==> images/route_heat.png <==
Scale: 6 px per µm. The die is cut into 12 by 13 equal tiles; dark purple is low, yellow is high, scaled to the fullest tile. Values are wire area over tile area, all layers added.
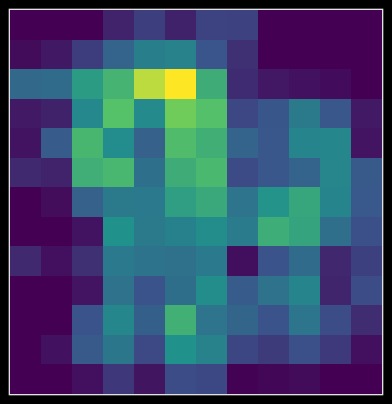
==> images/placed.png <==
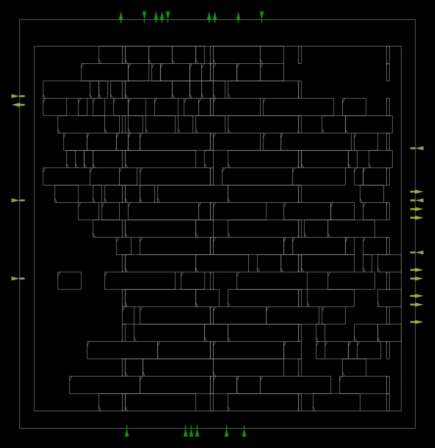
==> images/floorplan.png <==
Scale: 8 px per µm. Pins as bars on the die edge.
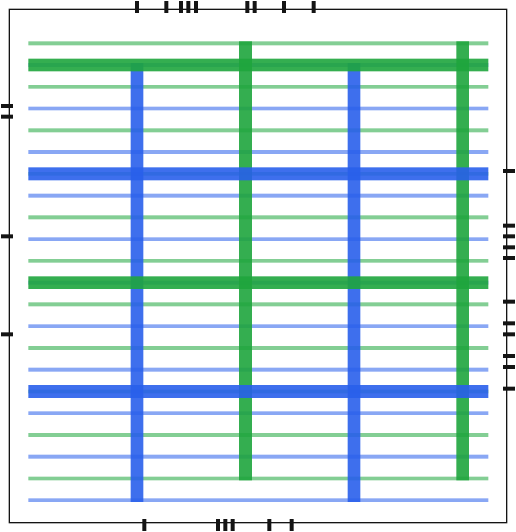
==> images/ff_map.png <==
Scale: 6 px per µm. Other sequential cells in the stronger gray, the rest of the logic in the fainter gray.
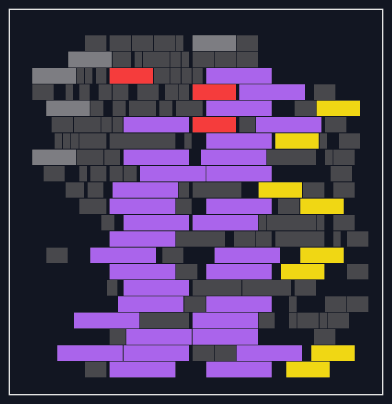
<file path="src/rtl/rx_pkg.sv">
// Shared definitions for the receive capture path: capture FSM states and the
// default image geometry agreed with the transmit ROM.
package rx_pkg;

  localparam int RX_DATA_WIDTH = 8;
  localparam int RX_ADDR_WIDTH = 2;

  typedef enum logic {
    CAPTURE = 1'b0,
    FULL    = 1'b1
  } state_t;

  function automatic int depth_of(input int addr_width);
    return 2 ** addr_width;
  endfunction

endpackage

</file>
<file path="src/rtl/rx_ram_if.sv">
// Write handshake and read port of the receive capture buffer.
// master = receiver/checker side, slave = buffer side.
interface rx_ram_if
  import rx_pkg::*;
#(
  parameter int DATA_WIDTH = RX_DATA_WIDTH,
  parameter int ADDR_WIDTH = RX_ADDR_WIDTH
);
  logic                  wr_valid;
  logic [DATA_WIDTH-1:0] wr_data;
  logic                  wr_ready;
  logic                  read;
  logic [ADDR_WIDTH-1:0] rd_addr;
  logic [DATA_WIDTH-1:0] q;

  modport master (
    output wr_valid, wr_data, read, rd_addr,
    input  wr_ready, q
  );

  modport slave (
    input  wr_valid, wr_data, read, rd_addr,
    output wr_ready, q
  );
endinterface

</file>
<file path="src/rtl/rx_ram_core.sv">
// Simple dual-port RAM: synchronous write, registered read-first read.
// Storage is never reset; only the read register clears on rst.
module rx_ram_core #(
  parameter int DATA_WIDTH = 8,
  parameter int ADDR_WIDTH = 2
) (
  input  logic                  clk,
  input  logic                  rst,
  input  logic                  we,
  input  logic [ADDR_WIDTH-1:0] waddr,
  input  logic [DATA_WIDTH-1:0] wdata,
  input  logic                  re,
  input  logic [ADDR_WIDTH-1:0] raddr,
  output logic [DATA_WIDTH-1:0] q
);
  localparam int DEPTH = 2 ** ADDR_WIDTH;

  logic [DATA_WIDTH-1:0] mem [DEPTH];
  logic [DATA_WIDTH-1:0] q_reg;

  always_ff @(posedge clk) begin
    if (we) mem[waddr] <= wdata;
  end

  // Non-blocking read of the same array gives read-first on a collision.
  always_ff @(posedge clk) begin
    if (rst)     q_reg <= '0;
    else if (re) q_reg <= mem[raddr];
  end

  assign q = q_reg;
endmodule

</file>
<file path="src/rtl/rx_ram.sv">
// Receive capture buffer: fills RAM from address 0 over valid/ready,
// reports full/done/overflow, and exposes a registered read port.
module rx_ram
  import rx_pkg::*;
#(
  parameter int DATA_WIDTH = RX_DATA_WIDTH,
  parameter int ADDR_WIDTH = RX_ADDR_WIDTH
) (
  input  logic              clk,
  input  logic              rst,
  rx_ram_if.slave           bus,
  input  logic              clear,
  output logic [ADDR_WIDTH:0] count,
  output logic              full,
  output logic              done,
  output logic              overflow
);
  localparam int DEPTH = depth_of(ADDR_WIDTH);

  state_t                state_reg, state_next;
  logic [ADDR_WIDTH-1:0] wptr_reg;
  logic [ADDR_WIDTH:0]   count_reg;
  logic                  done_reg;
  logic                  overflow_reg;
  logic                  accept;
  logic                  last_word;

  // clear wins over a word offered in the same cycle.
  assign accept    = bus.wr_valid && (state_reg == CAPTURE) && !clear;
  assign last_word = (count_reg == (ADDR_WIDTH+1)'(DEPTH - 1));

  always_ff @(posedge clk) begin
    if (rst) state_reg <= CAPTURE;
    else     state_reg <= state_next;
  end

  always_comb begin
    state_next = state_reg;
    unique case (state_reg)
      CAPTURE: if (!clear && accept && last_word) state_next = FULL;
      FULL:    if (clear) state_next = CAPTURE;
      default: state_next = CAPTURE;
    endcase
  end

  always_comb begin
    bus.wr_ready = (state_reg == CAPTURE);
    full         = (state_reg == FULL);
  end

  always_ff @(posedge clk) begin
    if (rst) begin
      wptr_reg     <= '0;
      count_reg    <= '0;
      done_reg     <= 1'b0;
      overflow_reg <= 1'b0;
    end else if (clear) begin
      wptr_reg     <= '0;
      count_reg    <= '0;
      done_reg     <= 1'b0;
      overflow_reg <= 1'b0;
    end else begin
      done_reg <= accept && last_word;
      if (accept) begin
        wptr_reg <= wptr_reg + 1'b1;
        if (count_reg != (ADDR_WIDTH+1)'(DEPTH)) count_reg <= count_reg + 1'b1;
      end
      if (bus.wr_valid && state_reg == FULL) overflow_reg <= 1'b1;
    end
  end

  assign count    = count_reg;
  assign done     = done_reg;
  assign overflow = overflow_reg;

  rx_ram_core #(
    .DATA_WIDTH (DATA_WIDTH),
    .ADDR_WIDTH (ADDR_WIDTH)
  ) u_core (
    .clk   (clk),
    .rst   (rst),
    .we    (accept),
    .waddr (wptr_reg),
    .wdata (bus.wr_data),
    .re    (bus.read),
    .raddr (bus.rd_addr),
    .q     (bus.q)
  );
endmodule

</file>
<file path="src/flat_wrapper.sv">
// flat-port wrapper written by rule: the top's interface ports become plain ports
module rx_ram_flat import rx_pkg::*;
#(
  parameter int DATA_WIDTH = RX_DATA_WIDTH,
  parameter int ADDR_WIDTH = RX_ADDR_WIDTH
)
  (clk, rst, clear, count, full, done, overflow, bus_wr_valid, bus_wr_data, bus_read, bus_rd_addr, bus_wr_ready, bus_q);
  rx_ram_if #(.DATA_WIDTH(DATA_WIDTH), .ADDR_WIDTH(ADDR_WIDTH)) bus_i ();
  input  logic clk;
  input  logic rst;
  input  logic clear;
  output logic [ADDR_WIDTH:0] count;
  output logic full;
  output logic done;
  output logic overflow;
  input wire logic [$bits(bus_i.wr_valid)-1:0] bus_wr_valid;
  input wire logic [$bits(bus_i.wr_data)-1:0] bus_wr_data;
  input wire logic [$bits(bus_i.read)-1:0] bus_read;
  input wire logic [$bits(bus_i.rd_addr)-1:0] bus_rd_addr;
  output wire logic [$bits(bus_i.wr_ready)-1:0] bus_wr_ready;
  output wire logic [$bits(bus_i.q)-1:0] bus_q;
  assign bus_i.wr_valid = bus_wr_valid;
  assign bus_i.wr_data = bus_wr_data;
  assign bus_i.read = bus_read;
  assign bus_i.rd_addr = bus_rd_addr;
  assign bus_wr_ready = bus_i.wr_ready;
  assign bus_q = bus_i.q;
  rx_ram #(.DATA_WIDTH(DATA_WIDTH), .ADDR_WIDTH(ADDR_WIDTH)) u_core (.clk(clk), .rst(rst), .bus(bus_i), .clear(clear), .count(count), .full(full), .done(done), .overflow(overflow));
endmodule
</file>
<file path="config.mk">
export PLATFORM = sky130hd
export DESIGN_NAME = rx_ram_flat
export DESIGN_NICKNAME = d
export VERILOG_FILES = /design/src/rtl/rx_pkg.sv /design/src/rtl/rx_ram_if.sv /design/src/rtl/rx_ram_core.sv /design/src/rtl/rx_ram.sv /design/src/flat_wrapper.sv
export SDC_FILE = /design/constraint.sdc
export NUM_CORES = 1
export LEC_CHECK = 0
export CORE_AREA = 2 2 60 62
export CTS_BUF_LIST = sky130_fd_sc_hd__clkbuf_4 sky130_fd_sc_hd__clkbuf_8
export DETAILED_ROUTE_END_ITERATION = 6
export DIE_AREA = 0 0 62 64
export PLACE_DENSITY = 0.92
export SETUP_SLACK_MARGIN = 0.2
export SLEW_MARGIN = 10
export SYNTH_ARGS = -nofsm -noshare
export SYNTH_HDL_FRONTEND = slang
export SYNTH_SLANG_ARGS = --single-unit
</file>
<file path="constraint.sdc">
create_clock -name clk -period 2.56 [get_ports clk]
set_clock_uncertainty 0.05 [all_clocks]
set_input_delay 0.512 -clock clk [delete_from_list [all_inputs] [get_ports clk]]
set_output_delay 0.512 -clock clk [all_outputs]
set_load 0.01 [all_outputs]
</file>
==> results.toml <==
# flow metrics
[cells_and_area]
fin_cells = 198
sh_seq_area = 0.560
clkCellAreaFrac = 0.0350
final_cell_area_um2 = 2290
antennaDiodeCount = 0
area_growth_pct = 21.4
flops = 48
comb_share = 0.239
signal_buffers = 30
fill_cells = 213

[global_route]
grt_overflow_total = 0
antenna_found_initial = 0
grt_start_max_net_pins = 15
grt_pass1_vias = 1100
use_met1 = 0.213

[cts]
cts_tree = "built"
cts_htree_levels = 2
post-cts-setup-buffers = 0
clk_latency_ps = 350
cts-root-buf = "clkbuf_4"
post_cts_resize_count = 0
clk_pin_slew_worst_paths_ps = 120

[synth]
yosys.area.top_type = "edfxtp_1"
simple_gate_area_frac = 0.0744
ff_type = "edfxtp_1"
synth-edff-count = 32
fp_nets = 141
top_cell = "edfxtp_1"
synthesis.area_um2 = 1880
ys_seq_elements = 48
synthCells = 119
synthArstFlopShare = 0
synthAdderAreaFrac = 0.0465
ys_area_um2 = 1880
ys_warn_count = 0
top_area_frac = 0.510

[worst_hold_path]
hold_depth = 2

[critical_path]
critical-path-top-delay-family = "buffers and inverters"
crit_end = "full"
r2r-end = "u_core.u_core.mem[0][6]"
crit_path_end_kind = "output port"
slowest_stage = "clkdlybuf4s50_1"
ff2ff_path_depth = 3
cp.arrival_ps = 1400
start_kind = "register"
required_ps = 2000
path_buffers = 1
startpoint = "u_core.full"
reg2reg_slack_ps = 1000

[pwr]
p_per_area_nw_per_um2 = 611
power_mw = 1.40

[sta]
fmaxAchievable_ghz = 0.510
drv_slew = 0
fin_hold_ws_ps = 443
finalCriticalPeriod_ps = 1960
hold_violations = 0
rsz0062_at_grt = "no"

[place]
port_buffers = 29
placed_cell_area_um2 = 2210
gp_congestion = 0.714
dp_slack_ps = 231

[die]
fp_util = 0.573
nWellTaps = 46

[detailed_routing]
firstDrtPassIters = 4
met3_length_um = 129
drc = 0
avgViaCountPerCell = 5.39
num_vias = 1068

[status]
outcome = "completed"

[job]
tool_warnings = 30
## Picture notes: route_heat.png
tiles over half the peak	15%
fullest tile	0.47
nearly empty tiles	17%
mean over tiles	0.13
routed len/inst: 16.2 µm
GRT Total Usage: 0.183

## Picture notes: placed.png
floorplan core area: 3280 µm²
Rows: 21

## Picture notes: floorplan.png
color	net
blue	VSS
green	VDD
met1 rails	22
met5 straps	4

## Picture notes: ff_map.png
color	name in the netlist	sequential cells
yellow	`u_core.u_core.q`	8
purple	`u_core.u_core.mem`	32
red	`u_core.count`	3
not colored	5
Seq group: 0.852 mW
Util after Layout: 0.696

==> where the power goes <==
part / switching, mW / total [mW] / internal (mW)
sequential: 0.00849 / 0.852 / 0.844
clock: 0.219 / 0.435 / 0.216
combinational: 0.0479 / 0.110 / 0.0620
==> cell usage in the layout, fill, tap and decap left out <==
cell type	n
clkbuf_4	6
nor2b_1	1
clkinv_2	1
nor2_1	12
mux2i_1	9
or2_2	1
or2b_1	1
or3b_2	1
nand3_1	2
clkdlybuf4s50_1	29
dfxtp_1	16
edfxtp_1	32
mux4_2	8
bufinv_16	1
buf_4	1
inv_1	6
nand2b_1	1
a21oi_1	5
xnor2_1	1
nand2_1	1
and2_1	5
o21ai_0	3
nor3b_1	2
ha_1	7
No activity file was given, so power comes from the tool's default toggle rates.
